File: src/rtl/serial_addsub_pkg.sv
// serial_addsub_pkg: shared state encodings and default width for the bit-serial adder/subtractor
package serial_addsub_pkg;
  localparam int WIDTH_DEF = 8;
  typedef enum logic [1:0] {IDLE = 2'd0, RUN = 2'd1, DONE = 2'd2} state_e;
endpackage

File: src/rtl/serial_addsub_full_adder.sv
// full_adder: one-bit combinational full-adder cell
module full_adder (
  input  logic a,
  input  logic b,
  input  logic cin,
  output logic sum,
  output logic cout
);
  assign sum  = a ^ b ^ cin;
  assign cout = (a & b) | (cin & (a ^ b));
endmodule

File: src/rtl/serial_addsub.sv
// serial_addsub: bit-serial two's-complement add/sub, one bit per clock through a single full adder
module serial_addsub
  import serial_addsub_pkg::*;
#(
  parameter int WIDTH = WIDTH_DEF
) (
  input  logic             clk,
  input  logic             rst,
  input  logic             start,
  input  logic             sub,
  input  logic [WIDTH-1:0] a,
  input  logic [WIDTH-1:0] b,
  output logic             busy,
  output logic             done,
  output logic [WIDTH-1:0] result,
  output logic             cout,
  output logic             ovf
);
  localparam int CW = $clog2(WIDTH);
  state_e state_q, state_d;
  logic [CW-1:0] cnt_q, cnt_d;
  logic [WIDTH-1:0] areg_q, areg_d, breg_q, breg_d, acc_q, acc_d, result_q, result_d;
  logic carry_q, carry_d, cout_q, cout_d, ovf_q, ovf_d;
  logic s, co, accept, step, last;
  full_adder u_fa (.a(areg_q[0]), .b(breg_q[0]), .cin(carry_q), .sum(s), .cout(co));
  assign accept = start && state_q != RUN;
  assign step   = state_q == RUN;
  assign last   = step && cnt_q == CW'(WIDTH - 1);
  // bits accumulate internally so the visible result only moves on accept and completion
  always_comb begin
    state_d  = accept ? RUN : last ? DONE : state_q == DONE ? IDLE : state_q;
    areg_d   = accept ? a : step ? areg_q >> 1 : areg_q;
    breg_d   = accept ? (sub ? ~b : b) : step ? breg_q >> 1 : breg_q;
    carry_d  = accept ? sub : step ? co : carry_q;
    cnt_d    = accept ? '0 : step ? cnt_q + 1'b1 : cnt_q;
    acc_d    = accept ? '0 : step ? {s, acc_q[WIDTH-1:1]} : acc_q;
    result_d = accept ? '0 : last ? {s, acc_q[WIDTH-1:1]} : result_q;
    cout_d   = last ? co : cout_q;
    ovf_d    = last ? carry_q ^ co : ovf_q;
  end
  always_ff @(posedge clk) begin
    if (rst) begin
      state_q  <= IDLE;
      cnt_q    <= '0;
      areg_q   <= '0;
      breg_q   <= '0;
      acc_q    <= '0;
      result_q <= '0;
      carry_q  <= 1'b0;
      cout_q   <= 1'b0;
      ovf_q    <= 1'b0;
    end else begin
      state_q  <= state_d;
      cnt_q    <= cnt_d;
      areg_q   <= areg_d;
      breg_q   <= breg_d;
      acc_q    <= acc_d;
      result_q <= result_d;
      carry_q  <= carry_d;
      cout_q   <= cout_d;
      ovf_q    <= ovf_d;
    end
  end
  assign busy   = state_q == RUN;
  assign done   = state_q == DONE;
  assign result = result_q;
  assign cout   = cout_q;
  assign ovf    = ovf_q;
endmodule

File: config.mk
export PLATFORM = sky130hd
export DESIGN_NAME = serial_addsub
export DESIGN_NICKNAME = d
export VERILOG_FILES = /design/src/rtl/serial_addsub_pkg.sv /design/src/rtl/serial_addsub_full_adder.sv /design/src/rtl/serial_addsub.sv
export SDC_FILE = /design/constraint.sdc
export NUM_CORES = 1
export LEC_CHECK = 0
export ABC_AREA = 1
export CAP_MARGIN = 25
export CORE_MARGIN = 1.5
export CORE_UTILIZATION = 50
export DETAILED_ROUTE_END_ITERATION = 10
export PLACE_DENSITY = 0.87
export SYNTH_ARGS = -nofsm -noshare
export SYNTH_HDL_FRONTEND = slang
export SYNTH_SLANG_ARGS = --single-unit
File: constraint.sdc
create_clock -name clk -period 2.9 [get_ports clk]
set_input_delay 0.87 -clock clk [delete_from_list [all_inputs] [get_ports clk]]
set_output_delay 0.87 -clock clk [all_outputs]
set_load 0.03 [all_outputs]
==> run_1/m1.png <==
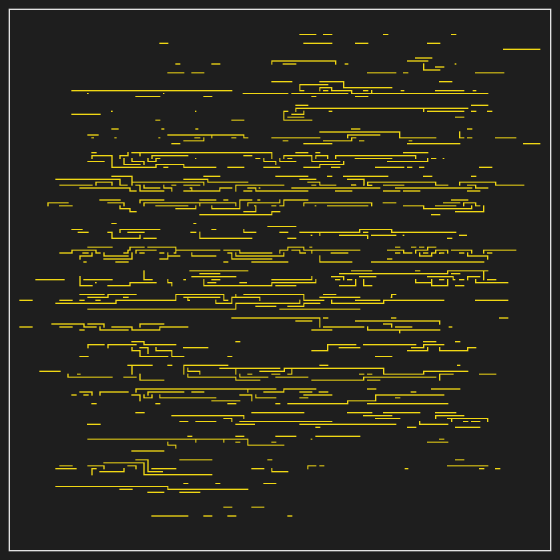
- main direction: horizontal
- share of all routed wire: 45%
- wire length on this layer: 1500 um
- longest straight run: 19.8 um

==> run_1/m3.png <==
Bar = 20 um.
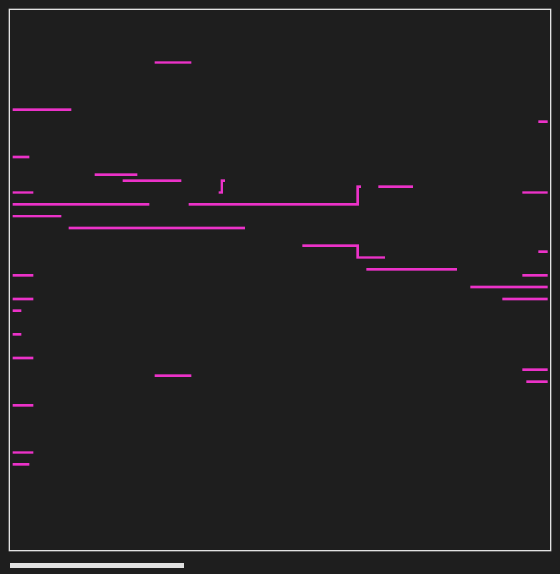
- wire length on this layer: 156 um
- longest straight run: 20.0 um
- main direction: horizontal
- nets with wire on the layer: 27
- share of all routed wire: 4.7%

==> results.ini, run 1 <==
[run_status]
status = completed

[finish]
final_common_cell = nand2_1
drive_gt1_share_pct = 7.52
fin_util_pct = 64.9
fin_nets = 288
final_area_um2 = 2160
syn_to_final_growth_pct = 23.7

[worst_setup_path]
crit_chain = inv_2, nor2_4, clkdlybuf4s50_1
cp_top_family = buffers and inverters
required_ps = 2030
worst-setup-path-type = reg -> out
cp.arrival_ps = 1650
cp_slowest_cell = clkdlybuf4s50_1
crit_path_max_incr_delay_ps = 670

[yosys]
syn_nets = 257
synthTopCellsByCount = nand2_1 (69), dfxtp_1 (39), nand3_1 (31), nor2_1 (27), a21oi_1 (20)
yosysTopAreaCell = dfxtp_1
yosys.cell_types.count = 21
syn_avg_cell_area_um2 = 7.48
syn_area_um2 = 1750
ys_cells = 234
syn_inst = 234
edf_count = 0
top_cell = nand2_1

[floorplanning]
initial_core_util_pct = 52.4
die_w_um = 62.1

[pwr]
powerDensity_nw_per_um2 = 529

[timing]
fin_ws_ps = 385
slew_headroom_pct = 67.6
rsz0062_at_grt = no
slew_violations = 0

[detailed_routing]
ant_nets = 0
dr.first_iter.drc_count = 64
drt-pass1-iter-count = 5
wl_um = 3340
avgRoutedWirePerCell_um = 10.7

[run]
maxCapViolations = 0

[clocking]
clk_path_buf_depth = 2
cts.sinks = 39
hold_buffers = 0

[placed_design]
dp.cells = 304
place_ws_ps = 671

[global_route]
track_usage_pct = 19.1
grt_overflow = 0

[hold_path]
min_path_type = reg -> reg

==> run_1/class_map.png <==
Fill, decap, tap and diode cells in grey.
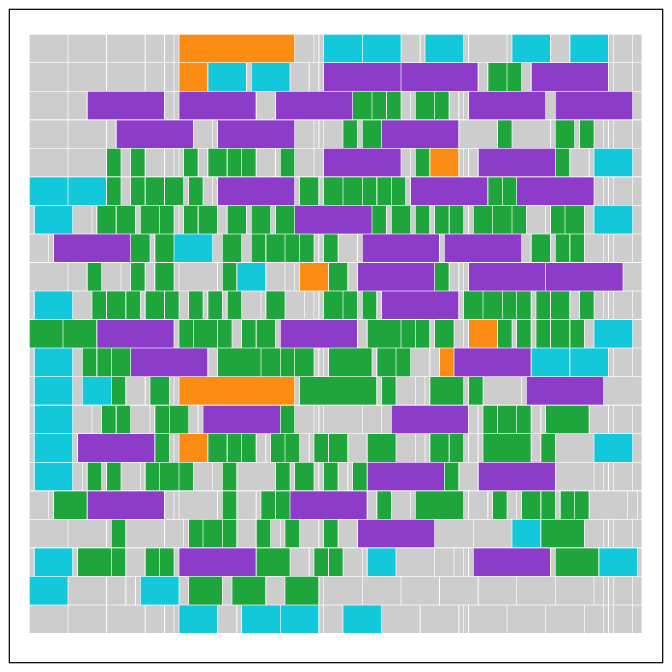
- green: remaining logic cells (cells 184)
- purple: registers (cells 39)
- orange: clock drivers and dummy loads (cells 8)
- cyan: remaining buffers and delay cells (cells 35)

==> run 1: kinds of logic after synthesis <==
kind of cell | Yosys count | synth area share (%)
buffers and inverters | 26 | 8.01
AND-OR/OR-AND | 23 | 6.72
XOR/XNOR | 10 | 5.01
AND/OR/NAND/NOR | 133 | 33.0
adder cells (fa/ha/maj) | 3 | 2.57
flip-flops | 39 | 44.6
==> run 1: how the worst max path moves through the flow <==
stage | start | slack, ps | endpoint | cells after the start
after floorplan | state_q[1] | 1180 | done | 2
after global placement | start | 710 | breg_q[3] | 7
after detailed placement | start | 670 | breg_q[1] | 7
after CTS | state_q[0] | 360 | busy | 3
after global routing | state_q[0] | 300 | busy | 3
final | state_q[0] | 380 | busy | 3
==> run 1: where the power goes <==
group          internal, mW  switching, mW  leakage [nW]
clock                 0.269          0.176        0.0525
combinational        0.0607         0.0729         0.530
sequential            0.554         0.0121         0.317
==> run 1: worst reg2reg max path, cell delays in order, from the launching register on <==
cell	delay (ps)
dfxtp_1	450
nand2_4	260
nor2_4	350
inv_2	160
nand2_1	90
a21oi_1	60
==> run 1: flip-flops by register name, summed over array words and instances (netlist names) <==
signal,count
areg_q,8
cout,1
ovf,1
acc_q,7
cnt_q,3
result,8
state_q,2
breg_q,8
carry_q,1
==> run 1: cell type report <==
type / count / area, um^2
clock buffer: 6 / 41.3
tap: 46 / 57.6
multi-input combinational: 169 / 828
timing repair buffer: 35 / 340
sequential: 39 / 781
fill: 317 / 1170
inverter: 15 / 56.3
clock inverter: 2 / 60.1
==> run 1: per-layer routing <==
metal  track usage, %  up-vias  share of wire, %
met1             23.1      721                45
met2             32.1       38                49
met4             8.33        0               1.5
li1                 -      800                 -
met5                0        -                 0
met3             4.89        5               4.7
==> inputs of run 2 (changes only) <==
Settings changed: GPL_ROUTABILITY_DRIVEN set to 0, HOLD_SLACK_MARGIN set to 0.1, TNS_END_PERCENT set to 5.
==> run_2/route_heat.png <==
Bar = 20 um. 12 x 12 tiles, from dark blue (low) to red (high), scaled to the fullest tile. Values are wire area over tile area, all layers added.
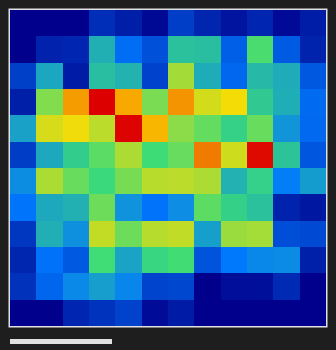
- tiles over half the peak: 28%
- fullest tile: 0.41
- emptiest ninth of the die: south-east

==> run_2/m1.png <==
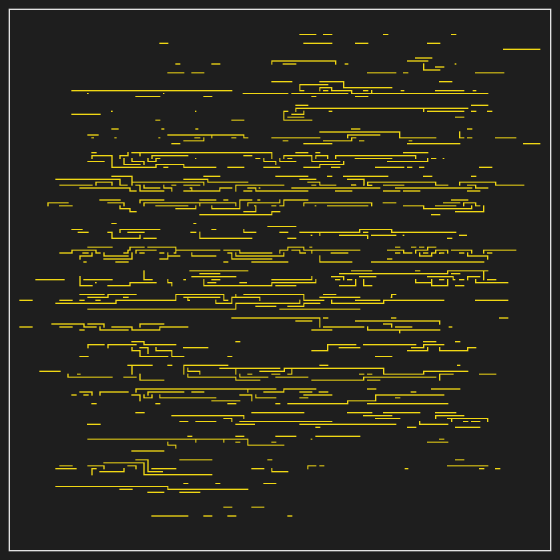
- wire length on this layer: 1500 um
- share of all routed wire: 45%
- nets with wire on the layer: 250
- main direction: horizontal

==> run 2 against run 1 <==
Effect of this change:
- combinational power is essentially flat
- critical endpoint unchanged
- core utilization unchanged
- clock power about the same
- critical path depth is the same
- largest power group unchanged
- area after synthesis unchanged
==> results.ini, run 2 <==
[run_status]
status = completed

[yosys]
syn_avg_cell_area_um2 = 7.48
yosysTopAreaCell = dfxtp_1
ys_cells = 234
synthTopCellsByCount = nand2_1 (69), dfxtp_1 (39), nand3_1 (31), nor2_1 (27), a21oi_1 (20)
syn_nets = 257
syn_area_um2 = 1750
yosys.cell_types.count = 21

[finish]
drive_gt1_share_pct = 7.52
syn_to_final_growth_pct = 23.7
final_common_cell = nand2_1
final_area_um2 = 2160
fin_util_pct = 64.9
fin_nets = 288

[detailed_routing]
avgRoutedWirePerCell_um = 10.7
drt-pass1-iter-count = 5
ant_nets = 0
wl_um = 3340

[global_route]
grtUsageMet2_pct = 32.1
gr-usage-met1_pct = 23.1
grt_overflow = 0
track_usage_pct = 19.1
grt_busiest_layer = met2

[worst_setup_path]
required_ps = 2030
cp_top_family = buffers and inverters
worst-setup-path-type = reg -> out

[floorplanning]
die_w_um = 62.1
initial_core_util_pct = 52.4

[run]
maxCapViolations = 0

[clocking]
hold_buffers = 0
ctsRootBufferMaster = clkbuf_4
clk_path_buf_depth = 2

[placed_design]
dp.cells = 304

[pwr]
p_int_mw = 0.884
power_frac_clock_pct = 38.9
combPwrFrac_pct = 11.7
powerDensity_nw_per_um2 = 529

[timing]
slew_violations = 0
rsz0062_at_grt = no

[hold_path]
min_path_type = reg -> reg

==> run_2/class_map.png <==
Fill, decap, tap and diode cells in grey.
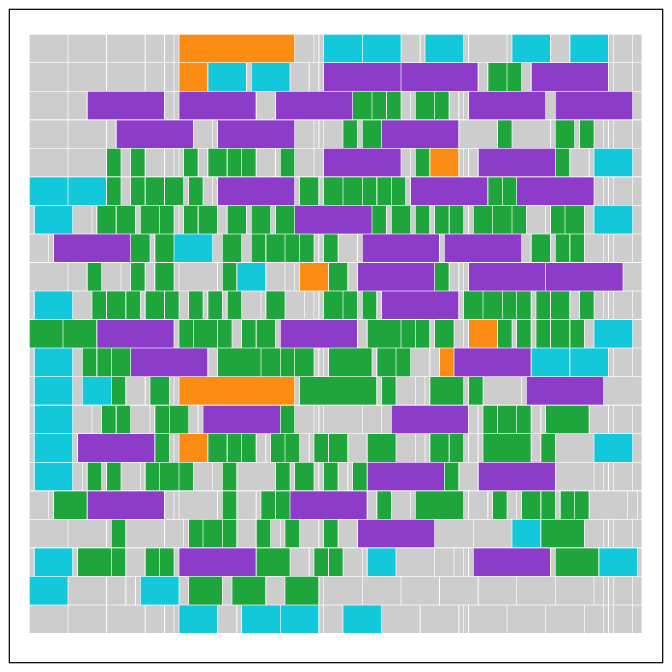
- cyan: remaining buffers and delay cells (cells 35)
- purple: registers (cells 39)
- green: remaining logic cells (cells 184)
- orange: clock drivers and dummy loads (cells 8)

## run 2: cell counts in the layout (fill, tap and decap cells not counted)
No cell type changed its count.
## run 2: path summary, 6_finish.rpt
path	from	end	slack [ps]	depth (start not counted)
worst max-delay path	state_q[0]	busy	380	3
worst min-delay path	result[5]	result[5]	470	2
worst max register to register	state_q[0]	result[6]	1420	5
worst min register to register	result[5]	result[5]	470	2
## run 2: kinds of logic after synthesis
kind of cell	after synthesis	share of synthesized area, %
XOR/XNOR	10	5.01
AND/OR/NAND/NOR	133	33.0
AND-OR/OR-AND	23	6.72
flip-flops	39	44.6
adder cells (fa/ha/maj)	3	2.57
buffers and inverters	26	8.01
## run 2: power groups by stage
| stage | sequential [mW] | clock, mW | combinational, mW |
|---|---|---|---|
| 2_1_floorplan | 0.575 | 0 | 0.0947 |
| 5_1_grt | 0.569 | 0.478 | 0.151 |
| 3_3_place_gp | 0.577 | 0 | 0.130 |
| 6_report | 0.566 | 0.445 | 0.134 |
| 3_5_place_dp | 0.578 | 0 | 0.134 |
| 4_1_cts | 0.566 | 0.454 | 0.134 |
## run 2: metal layers
layer / share of wire, % / up-vias
met1: 45 / 721
met2: 49 / 38
met5: 0 / -
li1: - / 800
met3: 4.7 / 5
met4: 1.5 / 0
## run 2: per-stage QoR
step | worst slack (ps) | power [mW]
6_report | 385 | 1.14
5_1_grt | 296 | 1.20
4_1_cts | 363 | 1.15
3_5_place_dp | 671 | 0.712
3_3_place_gp | 710 | 0.708
2_1_floorplan | 1180 | 0.670
## run 2: final cells by class
cell class	instances	area, um^2	share of cell area [%]
Multi-Input combinational cell	169	828	38.3
Sequential cell	39	781	36.1
Timing Repair Buffer	35	340	15.7
Clock inverter	2	60.1	2.77
Tap cell	46	57.6	2.66
Inverter	15	56.3	2.60
Clock buffer	6	41.3	1.91
==> inputs of run 3 (changes only) <==
Settings changed: CORE_UTILIZATION 50 to 55, PLACE_DENSITY 0.87 to 0.93, SKIP_LAST_GASP set to 1.
==> run_3/m3.png <==
Bar = 20 um.
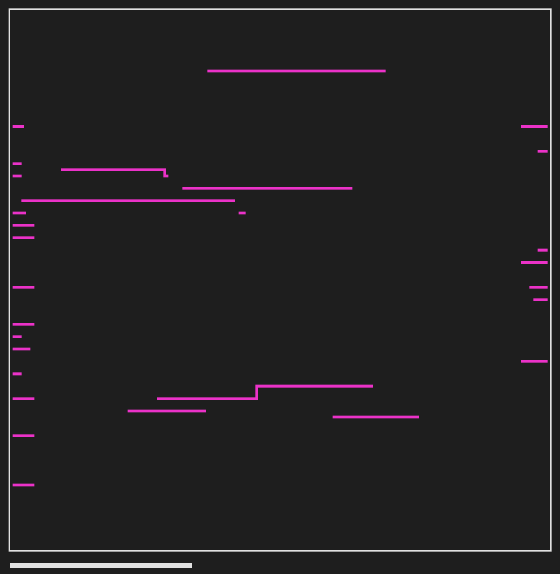
- wire length on this layer: 149 um
- nets with wire on the layer: 26

==> run_3/class_map.png <==
Fill, decap, tap and diode cells in grey.
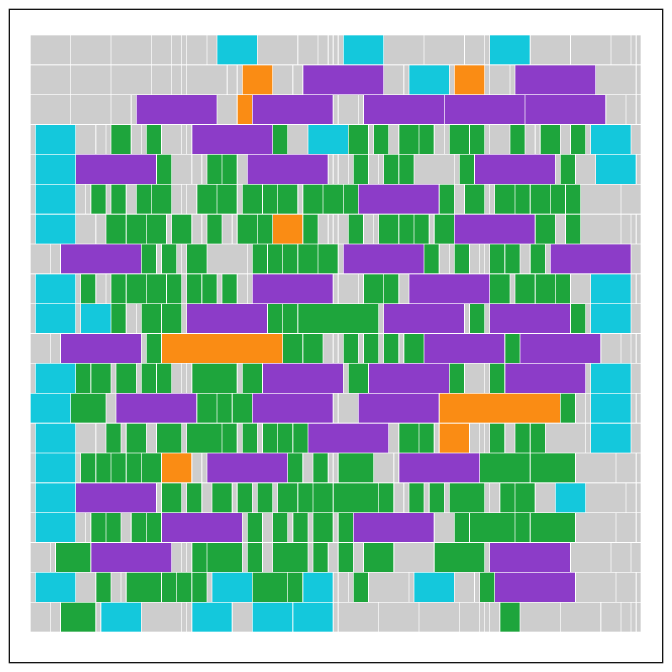
- purple: registers (cells 39)
- green: remaining logic cells (cells 184)
- orange: clock drivers and dummy loads (cells 8)
- cyan: remaining buffers and delay cells (cells 34)

==> run 3 against run 2 <==
Effect of this change:
- global-route usage increased by 2.8 points
- synthesized cell count unchanged
- critical path depth stayed put
- register-to-register slack hardly changed
- count of clock-buffer cells in the layout is the same
- clock skew down 3.2 ps
- clock power barely moved
- core utilization grew 6.3 points
- first-iteration DRC count decreased by 55%
- combinational power about the same
==> results.ini, run 3 <==
[run_status]
status = completed

[pwr]
p_sw_share_pct = 22.6
power_frac_seq_pct = 49.6
combPwrFrac_pct = 11.6
p_int_mw = 0.882

[yosys]
edf_count = 0
yosysTopAreaCell = dfxtp_1
synthTopCellsByCount = nand2_1 (69), dfxtp_1 (39), nand3_1 (31), nor2_1 (27), a21oi_1 (20)
yosys.cell_types.count = 21
syn_avg_cell_area_um2 = 7.48
top_cell = nand2_1

[finish]
fin_nets = 287
final_common_cell = nand2_1
drive_gt1_share_pct = 7.17
comb_area_um2 = 828
seq_area_um2 = 781

[global_route]
track_usage_pct = 21.9

[timing]
slew_headroom_pct = 67.2

[detailed_routing]
avgRoutedWirePerCell_um = 10.8
drt-pass1-iter-count = 4

[worst_setup_path]
worst-setup-path-type = reg -> out

[floorplanning]
die_w_um = 59.4

[run]
maxCapViolations = 0

[hold_path]
min_path_type = reg -> reg

==> run_3/route_heat.png <==
Bar = 20 um. 12 x 12 tiles, from dark blue (low) to red (high), scaled to the fullest tile. Values are wire area over tile area, all layers added.
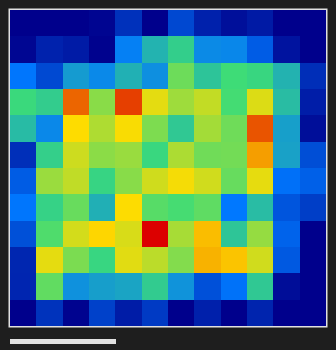
- densest ninth of the die: centre
- fullest tile: 0.40
- mean over tiles: 0.15

run 3: cell counts after synthesis:
No cell type changed its count.
run 3: layout make-up:
cell class              instances  area share [%]
clock buffers                   6            1.92
well taps                      44            2.56
flip-flops and latches         39            36.2
clock inverters                 2            2.79
multi-input cells             169            38.4
inverters                      15            2.61
repair buffers                 34            15.4
run 3: power by group through the flow:
stage / logic, mW / registers, mW / clock network, mW
2_1_floorplan: 0.0947 / 0.575 / 0
3_3_place_gp: 0.128 / 0.577 / 0
3_5_place_dp: 0.131 / 0.577 / 0
4_1_cts: 0.132 / 0.566 / 0.451
5_1_grt: 0.150 / 0.568 / 0.473
6_report: 0.132 / 0.566 / 0.442
run 3: through the flow:
step | utilization [%] | instance area, um^2 | cells | worst slack (ps)
after floorplan | - | 1750 | 234 | 1180
after global placement | 67.8 | 2050 | 301 | 719
after detailed placement | 67.8 | 2050 | 301 | 672
after CTS | 71.2 | 2150 | 309 | 389
after global routing | 71.2 | 2150 | 309 | 319
final | 71.2 | 2150 | 309 | 413
run 3: logic make-up after synthesis:
group,after synthesis,synth area share [%]
AND-OR/OR-AND,23,6.72
XOR/XNOR,10,5.01
adder cells (fa/ha/maj),3,2.57
buffers and inverters,26,8.01
flip-flops,39,44.6
AND/OR/NAND/NOR,133,33.0
run 3: routing by layer:
metal	wire length, um	vias to the layer above	track usage [%]
li1	-	800	-
met1	1420	677	26.1
met2	1720	37	37.5
met3	149	5	6.11
met4	44	0	7.79
met5	0	-	0
run 3: final timing paths:
kind              start  depth (start not counted)         to  slack, ps
max reg2reg  state_q[0]                          5  result[3]       1430
min           result[1]                          2  result[1]        470
max          state_q[0]                          3       busy        410
min reg2reg   result[1]                          2  result[1]        470

==> screenshots <==
Clock nets.
panel A
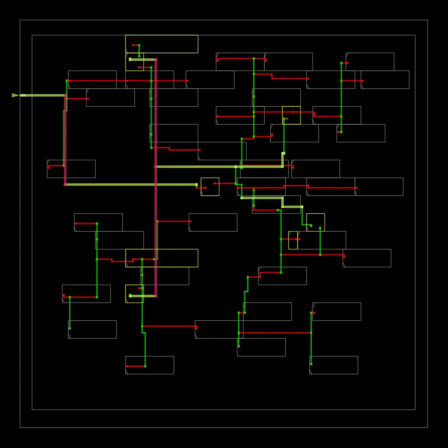
panel B
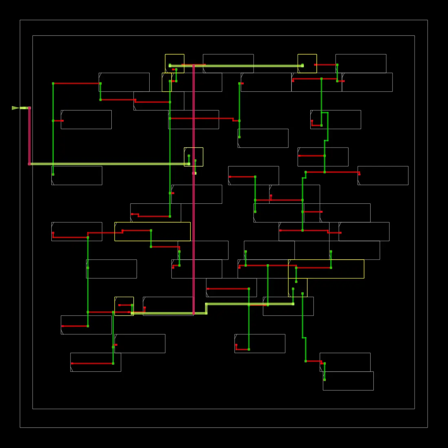
| picture | from |
|---|---|
| panel B | run 3 |
| panel A | run 1 |

Power is estimated from default activity; no workload was simulated.
